File: config.mk
export PLATFORM = sky130hd
export DESIGN_NAME = fb_port_arbiter
export DESIGN_NICKNAME = d
export VERILOG_FILES = /design/src/rtl/fb_port_arbiter.sv
export SDC_FILE = /design/constraint.sdc
export NUM_CORES = 1
export LEC_CHECK = 0
export CORE_MARGIN = 8
export CORE_UTILIZATION = 40
export CTS_CLUSTER_DIAMETER = 60
export DETAILED_ROUTE_END_ITERATION = 7
export GPL_TIMING_DRIVEN = 0
export PLACE_DENSITY_LB_ADDON = 0.25
export RECOVER_POWER = 25
export SLEW_MARGIN = 20
export SYNTH_ARGS = -nofsm -noshare
export SYNTH_HDL_FRONTEND = slang
export SYNTH_SLANG_ARGS = --single-unit
export TNS_END_PERCENT = 30
File: constraint.sdc
create_clock -name clk -period 2.8 [get_ports clk]
set_input_delay 0.56 -clock clk [delete_from_list [all_inputs] [get_ports clk]]
set_output_delay 0.56 -clock clk [all_outputs]
set_load 0.02 [all_outputs]
File: src/rtl/fb_port_arbiter.sv
// fb_port_arbiter: single-port framebuffer RAM arbiter.
// Display scan-out > clear sequencer > draw engine.
module fb_port_arbiter #(
  parameter int ADDR_W    = 17,
  parameter int DATA_W    = 12,
  parameter int FB_WORDS  = 76800,
  parameter int STALL_MAX = 255
) (
  input  logic              clk,
  input  logic              reset,
  input  logic              disp_req,
  input  logic [ADDR_W-1:0] disp_addr,
  output logic              disp_rvalid,
  output logic [DATA_W-1:0] disp_rdata,
  input  logic              drw_req,
  input  logic              drw_we,
  input  logic [ADDR_W-1:0] drw_addr,
  input  logic [DATA_W-1:0] drw_wdata,
  output logic              drw_gnt,
  output logic              drw_rvalid,
  output logic [DATA_W-1:0] drw_rdata,
  input  logic              clr_start,
  input  logic [DATA_W-1:0] clr_color,
  output logic              clr_busy,
  output logic              clr_done,
  output logic [7:0]        drw_stall,
  output logic              mem_en,
  output logic              mem_we,
  output logic [ADDR_W-1:0] mem_addr,
  output logic [DATA_W-1:0] mem_wdata,
  input  logic [DATA_W-1:0] mem_rdata
);

  typedef enum logic {
    S_IDLE,
    S_CLEAR
  } state_t;

  typedef enum logic [1:0] {
    T_NONE,
    T_DISP,
    T_DRW
  } tag_t;

  localparam logic [ADDR_W-1:0] LAST =
    ADDR_W'(FB_WORDS - 1);
  localparam logic [7:0] SMAX = 8'(STALL_MAX);

  state_t r_state;
  state_t w_state_nxt;

  logic [ADDR_W-1:0] r_ptr;
  logic [ADDR_W-1:0] w_ptr_nxt;
  logic [ADDR_W-1:0] w_clr_ptr;
  logic [DATA_W-1:0] r_color;
  logic [DATA_W-1:0] w_color_nxt;
  logic [DATA_W-1:0] w_clr_col;
  logic              r_done;
  logic              w_done_nxt;

  logic w_clr_act;
  logic w_slot_disp;
  logic w_slot_clr;
  logic w_slot_drw;

  logic              w_en;
  logic              w_we;
  logic [ADDR_W-1:0] w_addr;
  logic [DATA_W-1:0] w_wdata;
  tag_t              w_tag;

  logic              r_mem_en;
  logic              r_mem_we;
  logic [ADDR_W-1:0] r_mem_addr;
  logic [DATA_W-1:0] r_mem_wdata;
  tag_t              r_tag1;
  tag_t              r_tag2;
  logic [7:0]        r_stall;
  logic [7:0]        w_stall_nxt;

  // Slot decision, clear FSM next state and next RAM command.
  always_comb begin
    w_state_nxt = r_state;
    w_ptr_nxt   = r_ptr;
    w_color_nxt = r_color;
    w_done_nxt  = 1'b0;
    w_en        = 1'b0;
    w_we        = 1'b0;
    w_addr      = r_mem_addr;
    w_wdata     = r_mem_wdata;
    w_tag       = T_NONE;

    // The clr_start cycle already owns the clear slot.
    w_clr_act = (r_state == S_CLEAR) || clr_start;
    w_clr_ptr = (r_state == S_IDLE) ? '0 : r_ptr;
    w_clr_col = (r_state == S_IDLE) ? clr_color
                                    : r_color;

    w_slot_disp = disp_req;
    w_slot_clr  = !disp_req && w_clr_act;
    w_slot_drw  = !disp_req && !w_clr_act
                  && drw_req;

    unique case (1'b1)
      w_slot_disp: begin
        w_en   = 1'b1;
        w_addr = disp_addr;
        w_tag  = T_DISP;
      end
      w_slot_clr: begin
        w_en    = 1'b1;
        w_we    = 1'b1;
        w_addr  = w_clr_ptr;
        w_wdata = w_clr_col;
      end
      w_slot_drw: begin
        w_en    = 1'b1;
        w_we    = drw_we;
        w_addr  = drw_addr;
        w_wdata = drw_wdata;
        w_tag   = drw_we ? T_NONE : T_DRW;
      end
      default: ;
    endcase

    case (r_state)
      S_IDLE: begin
        if (clr_start) begin
          w_state_nxt = S_CLEAR;
          w_color_nxt = clr_color;
          w_ptr_nxt   = '0;
        end
      end
      S_CLEAR: ;
      default: w_state_nxt = S_IDLE;
    endcase

    if (w_slot_clr) begin
      if (w_clr_ptr == LAST) begin
        w_state_nxt = S_IDLE;
        w_done_nxt  = 1'b1;
        w_ptr_nxt   = w_clr_ptr;
      end else begin
        w_ptr_nxt = w_clr_ptr + ADDR_W'(1);
      end
    end

    if (!drw_req || w_slot_drw)
      w_stall_nxt = '0;
    else if (r_stall == SMAX)
      w_stall_nxt = r_stall;
    else
      w_stall_nxt = r_stall + 8'd1;
  end

  // Clear FSM state register.
  always_ff @(posedge clk or posedge reset) begin
    if (reset) begin
      r_state <= S_IDLE;
      r_ptr   <= '0;
      r_color <= '0;
      r_done  <= 1'b0;
    end else begin
      r_state <= w_state_nxt;
      r_ptr   <= w_ptr_nxt;
      r_color <= w_color_nxt;
      r_done  <= w_done_nxt;
    end
  end

  // RAM command, read tag pipe and stall counter.
  always_ff @(posedge clk or posedge reset) begin
    if (reset) begin
      r_mem_en    <= 1'b0;
      r_mem_we    <= 1'b0;
      r_mem_addr  <= '0;
      r_mem_wdata <= '0;
      r_tag1      <= T_NONE;
      r_tag2      <= T_NONE;
      r_stall     <= '0;
    end else begin
      r_mem_en    <= w_en;
      r_mem_we    <= w_we;
      r_mem_addr  <= w_addr;
      r_mem_wdata <= w_wdata;
      r_tag1      <= w_tag;
      r_tag2      <= r_tag1;
      r_stall     <= w_stall_nxt;
    end
  end

  assign drw_gnt     = w_slot_drw && !reset;
  assign disp_rvalid = (r_tag2 == T_DISP);
  assign drw_rvalid  = (r_tag2 == T_DRW);
  assign disp_rdata  = disp_rvalid ? mem_rdata
                                   : '0;
  assign drw_rdata   = drw_rvalid ? mem_rdata
                                  : '0;
  assign clr_busy    = (r_state == S_CLEAR);
  assign clr_done    = r_done;
  assign drw_stall   = r_stall;
  assign mem_en      = r_mem_en;
  assign mem_we      = r_mem_we;
  assign mem_addr    = r_mem_addr;
  assign mem_wdata   = r_mem_wdata;

endmodule

run_1/closeup.png
The bar under the picture is 10 µm long. Window x 42 to 72, y 42 to 72 µm. Cells in gray, sequential cells in the stronger gray; small squares are vias.
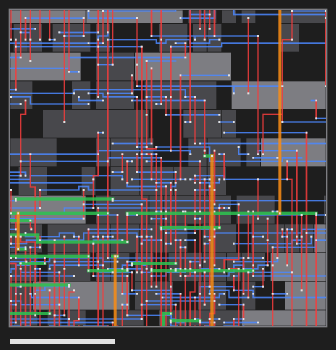
Key: blue = M1; red = M2; orange = M4; green = M3
Sequential cells in the window: 8. Most frequent: nand2_1 (11), dfrtp_1 (8), clkbuf_1 (5). 72 logic cells have their middle in the window. Netlist names of flops here include r_ptr (6), r_color (2).

run_1/clock_nets.png
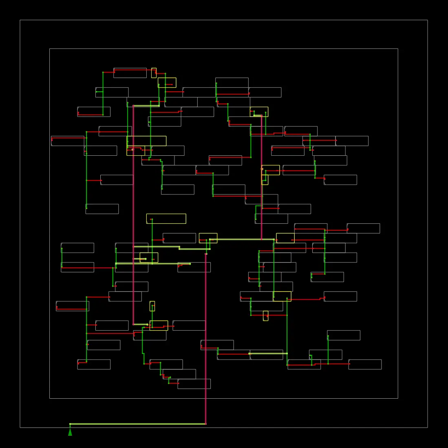
number of buffers added by the clock tree synthesis step: 9
worst clock skew: 7.77 ps
Flop Count: 74
count of clock-net buffers in the final layout: 12

run_1/m4.png
Supply wires on this layer in gray.
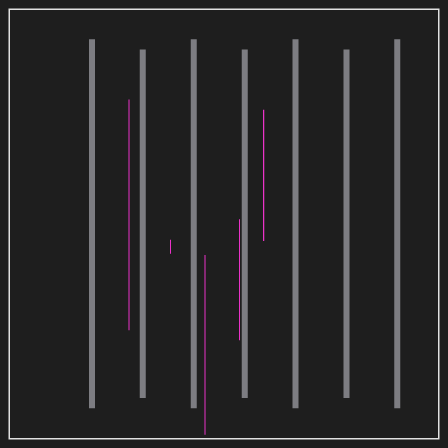
The layer carries 179 µm of wire. The longest straight run is 61.2 µm.

==> Flow_metrics.wiki, run 1 <==
== Run summary ==
{| class="wikitable"
! Metric !! Value
|-
| Result of the run || finished clean
|-
| Total Power Consumption || 2.87 mW
|-
| Sink of the worst hold path || r_tag2[0]
|-
| Proportion of netlist area held by the largest area contributor || 0.481
|-
| Plain + repair buffers || 184
|-
| ANT nets after route || 0
|-
| Setup crit end kind || register
|-
| Worst Setup Slack post-DPL || -887 ps
|-
| Core Footprint || 9550 µm²
|-
| Via count normalized by instance count || 5.21
|-
| Number of storage elements in the synthesis netlist || 74
|-
| Slowest stage delay, CP || 470 ps
|-
| Cell Pwr Density || 496 nW/µm²
|-
| Highest ir drop seen on vdd || 0.000223 V
|-
| Count of synthesis-stage warnings from yosys || 0
|-
| Remaining DRCs || 0
|-
| Initial antenna violation count || 0
|-
| Number of fill cells in the layout || 853
|-
| Drt first-iter violations || 266
|-
| Net Sw Frac || 0.282
|-
| Hold Path Stages || 0
|-
| Worst Path Max Fanout || 10
|-
| Average wire per cell in the routed design || 17.1 µm
|-
| CP max stage cell || or3_4
|-
| Grt ovf || 0
|-
| Arrival time at the worst endpoint || 2880 ps
|-
| Via count of the first global-routing pass || 3,824
|-
| Post-detail-place hpwl || 9.26 mm
|-
| Multi-In Gates || 286
|-
| Die extent in y || 114 µm
|-
| Routability congestion estimate || 0.883
|-
| Path category of the worst min-delay check || reg -> reg
|-
| Series of cell instances along the critical path || clkbuf_4 > buf_4 > and2_1 > ha_1 > nand3_1 > or3_4 > or3_4 > a21oi_1 > a221oi_1
|-
| Count of tool warnings || 26
|-
| Number of failing hold endpoints at the final stage || 0
|-
| Number of nets in the synthesized netlist || 483
|-
| Total non-filler cell area in the finished layout || 5780 µm²
|-
| Syn-to-layout area delta || 50.1%
|-
| Post_cts resized || 10
|-
| Global routing usage summed across all routing layers || 0.191
|-
| Horizontal extent of the die || 114 µm
|-
| Period Utilization, post-route || 0.958
|-
| Worst R2R Setup Slack || 120 ps
|-
| Largest net degree at the start of global routing || 22
|-
| Most common reg cell || dfrtp_1
|-
| Combined flip-flop and latch cell area || 1850 µm²
|-
| Most common cell type on the critical path || or3_4
|-
| Total number of clock tree sinks || 74
|-
| Clock share of power || 0.306
|-
| Proportion of cell area occupied by multi-input gates || 0.318
|-
| Dominant kind of cell by area || flip-flops and latches
|-
| Power dissipated by switching net loads || 0.810 mW
|-
| Total number of vias || 3,683
|-
| H-Tree Depth || 3
|-
| End of the worst register-to-register path || r_ptr[0]
|-
| Count of unique library cells instantiated by Yosys || 49
|-
| Max clock buf depth || 2
|-
| Cell count of the worst reg-to-reg path || 9
|-
| Number of antenna diodes || 0
|-
| Max_cap viols || 0
|-
| FF-to-FF Start || clr_busy
|}
-- run 1: power by group through the flow --
| stage | sequential [mW] | clock [mW] | combinational (mW) |
|---|---|---|---|
| 2_1_floorplan | 1.36 | 0 | 0.291 |
| 6_report | 1.29 | 0.878 | 0.695 |
| 5_1_grt | 1.31 | 0.945 | 0.758 |
| 3_5_place_dp | 1.31 | 0 | 0.707 |
| 3_3_place_gp | 1.30 | 0 | 0.679 |
| 4_1_cts | 1.29 | 0.900 | 0.710 |
-- run 1: metal layers --
metal  part of all wire  global-route usage  vias to the layer above
met5                  0                   0                        -
met3              0.058              0.0385                       14
li1                   -                   -                     1757
met4              0.015              0.0674                        0
met2               0.52               0.332                      128
met1               0.41               0.228                     1784
-- run 1: placed cells by master (no fill, tap or decap), drive strengths merged, types with 4 or more instances in the layout --
cell type	instances
nand3	8
a221oi	12
a22oi	12
nor3	8
dfrtp	74
clkbuf	37
or3	4
buf	16
nor2	21
xor2	4
inv	14
mux2i	19
o21ai	20
nand2	57
xnor2	4
and2	27
mux2	15
a21oi	20
clkdlybuf4s50	141
nor2b	7
nand2b	4
nand4	8
-- run 1: stage by stage --
| stage | hold WS, ps | setup TNS (ps) |
|---|---|---|
| final | 359 | 0 |
| after global routing | 362 | -9.31 |
| after CTS | 361 | 0 |
| after detailed placement | 344 | -3760 |
| after global placement | 333 | -3090 |
| after floorplan | 331 | 0 |
-- run 1: logic make-up after synthesis --
family,Yosys count,synth area share
flip-flops,74,0.481
multiplexers,34,0.0933
buffers and inverters,45,0.0465
XOR/XNOR,8,0.0182
AND/OR/NAND/NOR,158,0.211
AND-OR/OR-AND,84,0.144
adder cells (fa/ha/maj),2,0.00650
==> run 2, diff against run 1 <==
--- a/config.mk
+++ b/config.mk
@@ -9,7 +9,7 @@
 export CORE_UTILIZATION = 40
 export CTS_CLUSTER_DIAMETER = 60
 export DETAILED_ROUTE_END_ITERATION = 7
-export GPL_TIMING_DRIVEN = 0
+export GPL_TIMING_DRIVEN = 1
 export PLACE_DENSITY_LB_ADDON = 0.25
 export RECOVER_POWER = 25
 export SLEW_MARGIN = 20
run_2/closeup.png
The bar under the picture is 10 µm long. Window x 42 to 72, y 42 to 72 µm. Cells in gray, sequential cells in the stronger gray; small squares are vias.
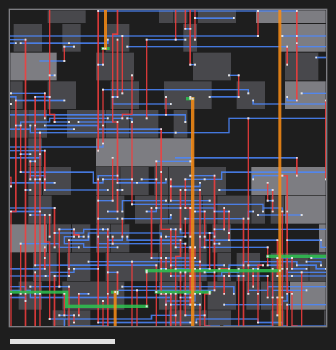
Key: green = M3; orange = M4; blue = M1; red = M2
Most frequent: nand2_1 (8), buf_4 (6), nor2_1 (5). Sequential cells in the window: 2. Netlist names of flops here include r_ptr (2). 63 logic cells have their middle in the window.

run_2/layers.png
Only two layers are drawn.
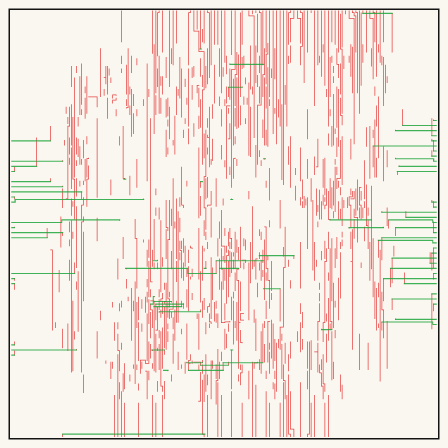
Key: green = M3 [wire length 654 µm]; red = M2 [wire length 5,700 µm]
post-detailed-routing wire length: 11.2 mm
global routing usage summed across all routing layers: 0.175
average wire per cell in the routed design: 16.5 µm
total number of vias: 3,491

run_2/clock_nets.png
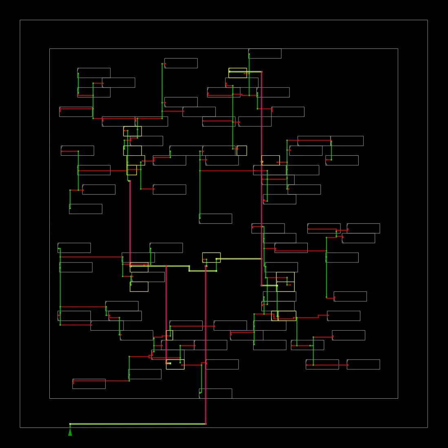
clock group power: 0.786 mW
total number of clock tree sinks: 74

==> Flow_metrics.wiki, run 2 <==
== Run summary ==
{| class="wikitable"
! Metric !! Value
|-
| Cell Pwr Density || 489 nW/µm² (-1.3%)
|-
| Metal3 WL || 653 µm (-7.0%)
|-
| Dominant kind of cell by area || flip-flops and latches
|-
| Max clock buf depth || 2 (unchanged)
|-
| Core Footprint || 9550 µm² (unchanged)
|-
| Number of failing hold endpoints at the final stage || 0 (unchanged)
|-
| Total non-filler cell area in the finished layout || 5600 µm² (-3.1%)
|-
| Max_cap viols || 1 (+1)
|-
| Via count normalized by instance count || 5.13 (-1.4%)
|-
| Proportion of power drawn by flip-flops and latches || 0.474
|-
| Power dissipated by switching net loads || 0.805 mW (-0.58%)
|-
| Worst R2R Setup Slack || 410 ps (+290 ps)
|-
| Combined flip-flop and latch cell area || 1850 µm² (unchanged)
|-
| Top Layout Cells || 140 x clkdlybuf4s50_1, 74 x dfrtp_1, 57 x nand2_1
|-
| Post-synth area hogs || dfrtp_1 48%, nand2_1 5.6%, mux2i_1 4.9%
|-
| FF-to-FF Start || clr_busy
|-
| Hold Path Stages || 0 (unchanged)
|-
| Plain + repair buffers || 155 (-16%)
|-
| Commonest Layout Cell || clkdlybuf4s50_1
|-
| Highest ir drop seen on vdd || 0.000299 V (+34%)
|-
| Worst Path Max Fanout || 2 (-8)
|-
| Port-buffer cells || 143
|-
| Number of standard-cell rows in the floorplan || 36
|-
| Largest net degree at the start of global routing || 75 (+240%)
|-
| H-Tree Depth || 3 (unchanged)
|-
| Number of storage elements in the synthesis netlist || 74 (unchanged)
|-
| Clock share of power || 0.287 (-0.019)
|-
| Comb power frac || 0.239
|-
| Initial antenna violation count || 1 (+1)
|-
| Met2 layer wire length in the routed design || 5.70 mm (-8.8%)
|-
| Most common reg cell || dfrtp_1
|-
| Remaining DRCs || 0 (unchanged)
|-
| Sum of negative setup slack || 0 ps (unchanged)
|-
| Violated checks || capacitance limit, slew limit
|-
| Drt pass-1 iters || 4
|-
| Post-route met1 wirelength || 4.60 mm (-7.5%)
|-
| TritonCTS clock tree || done
|-
| Proportion of cell area occupied by multi-input gates || 0.325 (+0.00710)
|-
| Count of unique library cells instantiated by Yosys || 49 (unchanged)
|-
| Maximum achievable frequency || 368 MHz
|-
| Post-detail-place hpwl || 8.37 mm (-9.6%)
|-
| Worst Setup Slack post-DPL || -67.1 ps (+820 ps)
|-
| Grt ovf || 0 (unchanged)
|-
| Count of synthesis-stage warnings from yosys || 0 (unchanged)
|-
| Horizontal extent of the die || 114 µm (unchanged)
|-
| Cell with the most instances after synthesis || dfrtp_1
|-
| Net count, final || 619
|-
| Synthesis area per yosys || 3850 µm²
|-
| ANT nets after route || 0 (unchanged)
|-
| Syn-to-layout area delta || 45.4%
|-
| Routability congestion estimate || 0.870 (-1.5%)
|-
| Number of antenna diodes || 1 (+1)
|-
| Flop Count || 74 (unchanged)
|-
| Count of clock-net buffers in the final layout || 12 (unchanged)
|-
| Die extent in y || 114 µm (unchanged)
|-
| Count of tool warnings || 26 (unchanged)
|-
| Period Utilization, post-route || 0.971 (+0.0132)
|-
| Path category of the worst min-delay check || reg -> reg
|-
| Via count of the first global-routing pass || 3,541 (-7.4%)
|-
| Number of nets in the synthesized netlist || 483 (unchanged)
|-
| Drt first-iter violations || 191 (-28%)
|-
| Arrival time at the worst endpoint || 2160 ps (-720 ps)
|-
| Top layer in use || met4
|-
| Sink of the worst hold path || r_tag2[1]
|-
| Starting density of the core || 0.403
|-
| Max-slew violations || 75
|-
| Proportion of netlist area held by the largest area contributor || 0.481 (unchanged)
|-
| Number of fill cells in the layout || 864 (+1.3%)
|-
| # IOs || 144
|-
| Setup crit end kind || output pin
|-
| Number of buffers added by the clock tree synthesis step || 9 (unchanged)
|-
| Result of the run || finished with violations
|-
| Worst clock skew || 8.26 ps (+0.491 ps)
|-
| Total Power Consumption || 2.74 mW (-4.4%)
|-
| End of the worst register-to-register path || r_ptr[13]
|-
| Net Sw Frac || 0.294 (+0.0113)
|-
| Cell count of the worst reg-to-reg path || 6 (-3)
|-
| Multi-In Gates || 286 (unchanged)
|}
-- run 2: cell counts after synthesis --
Identical to the previous run, type by type.
-- run 2: cell families after synthesis --
family	Yosys count	synth area share
compound gates	84	0.144
mux	34	0.0933
flops	74	0.481
fa+ha+maj	2	0.00650
buf+inv	45	0.0465
simple gates	158	0.211
xor+xnor	8	0.0182
-- run 2: how the worst max path moves through the flow --
stage | start | end | cells after the start
floorplan | reset | drw_gnt | 2
global placement | clr_start | drw_gnt | 5
detailed placement | clr_start | drw_gnt | 5
CTS | r_tag2[0] | drw_rdata[4] | 3
global route | r_tag2[1] | disp_rdata[1] | 3
finish | clr_start | drw_gnt | 5
-- run 2: power groups by stage --
stage | clock, mW | combinational, mW | sequential [mW]
after floorplan | 0 | 0.291 | 1.36
after global placement | 0 | 0.650 | 1.32
after detailed placement | 0 | 0.664 | 1.32
after CTS | 0.813 | 0.667 | 1.30
after global routing | 0.858 | 0.716 | 1.32
final | 0.786 | 0.655 | 1.30
-- run 2: through the flow --
step | hold WS, ps | utilization | instances
global route | 358 | 0.586 | 680
detailed placement | 345 | 0.567 | 663
finish | 355 | 0.586 | 680
global placement | 336 | 0.567 | 663
CTS | 356 | 0.587 | 679
floorplan | 331 | - | 405
-- run 2: critical path: stages --
cell           delay (ps)
dlygate4sd3_1         550
or2_2                 310
nor3b_2               210
and2_1                160
dlygate4sd2_1         370
-- run 2: layer usage --
| metal | global-route usage | vias to the layer above |
|---|---|---|
| met1 | 0.205 | 1667 |
| met5 | 0 | - |
| met4 | 0.0834 | 0 |
| li1 | - | 1708 |
| met3 | 0.0406 | 16 |
| met2 | 0.297 | 100 |
-- run 2: repair_timing --
action                     CTS  global route
setup buffers                0             0
gates resized                1             0
setup endpoints to repair    1             0
Power and IR drop assume default switching activity.
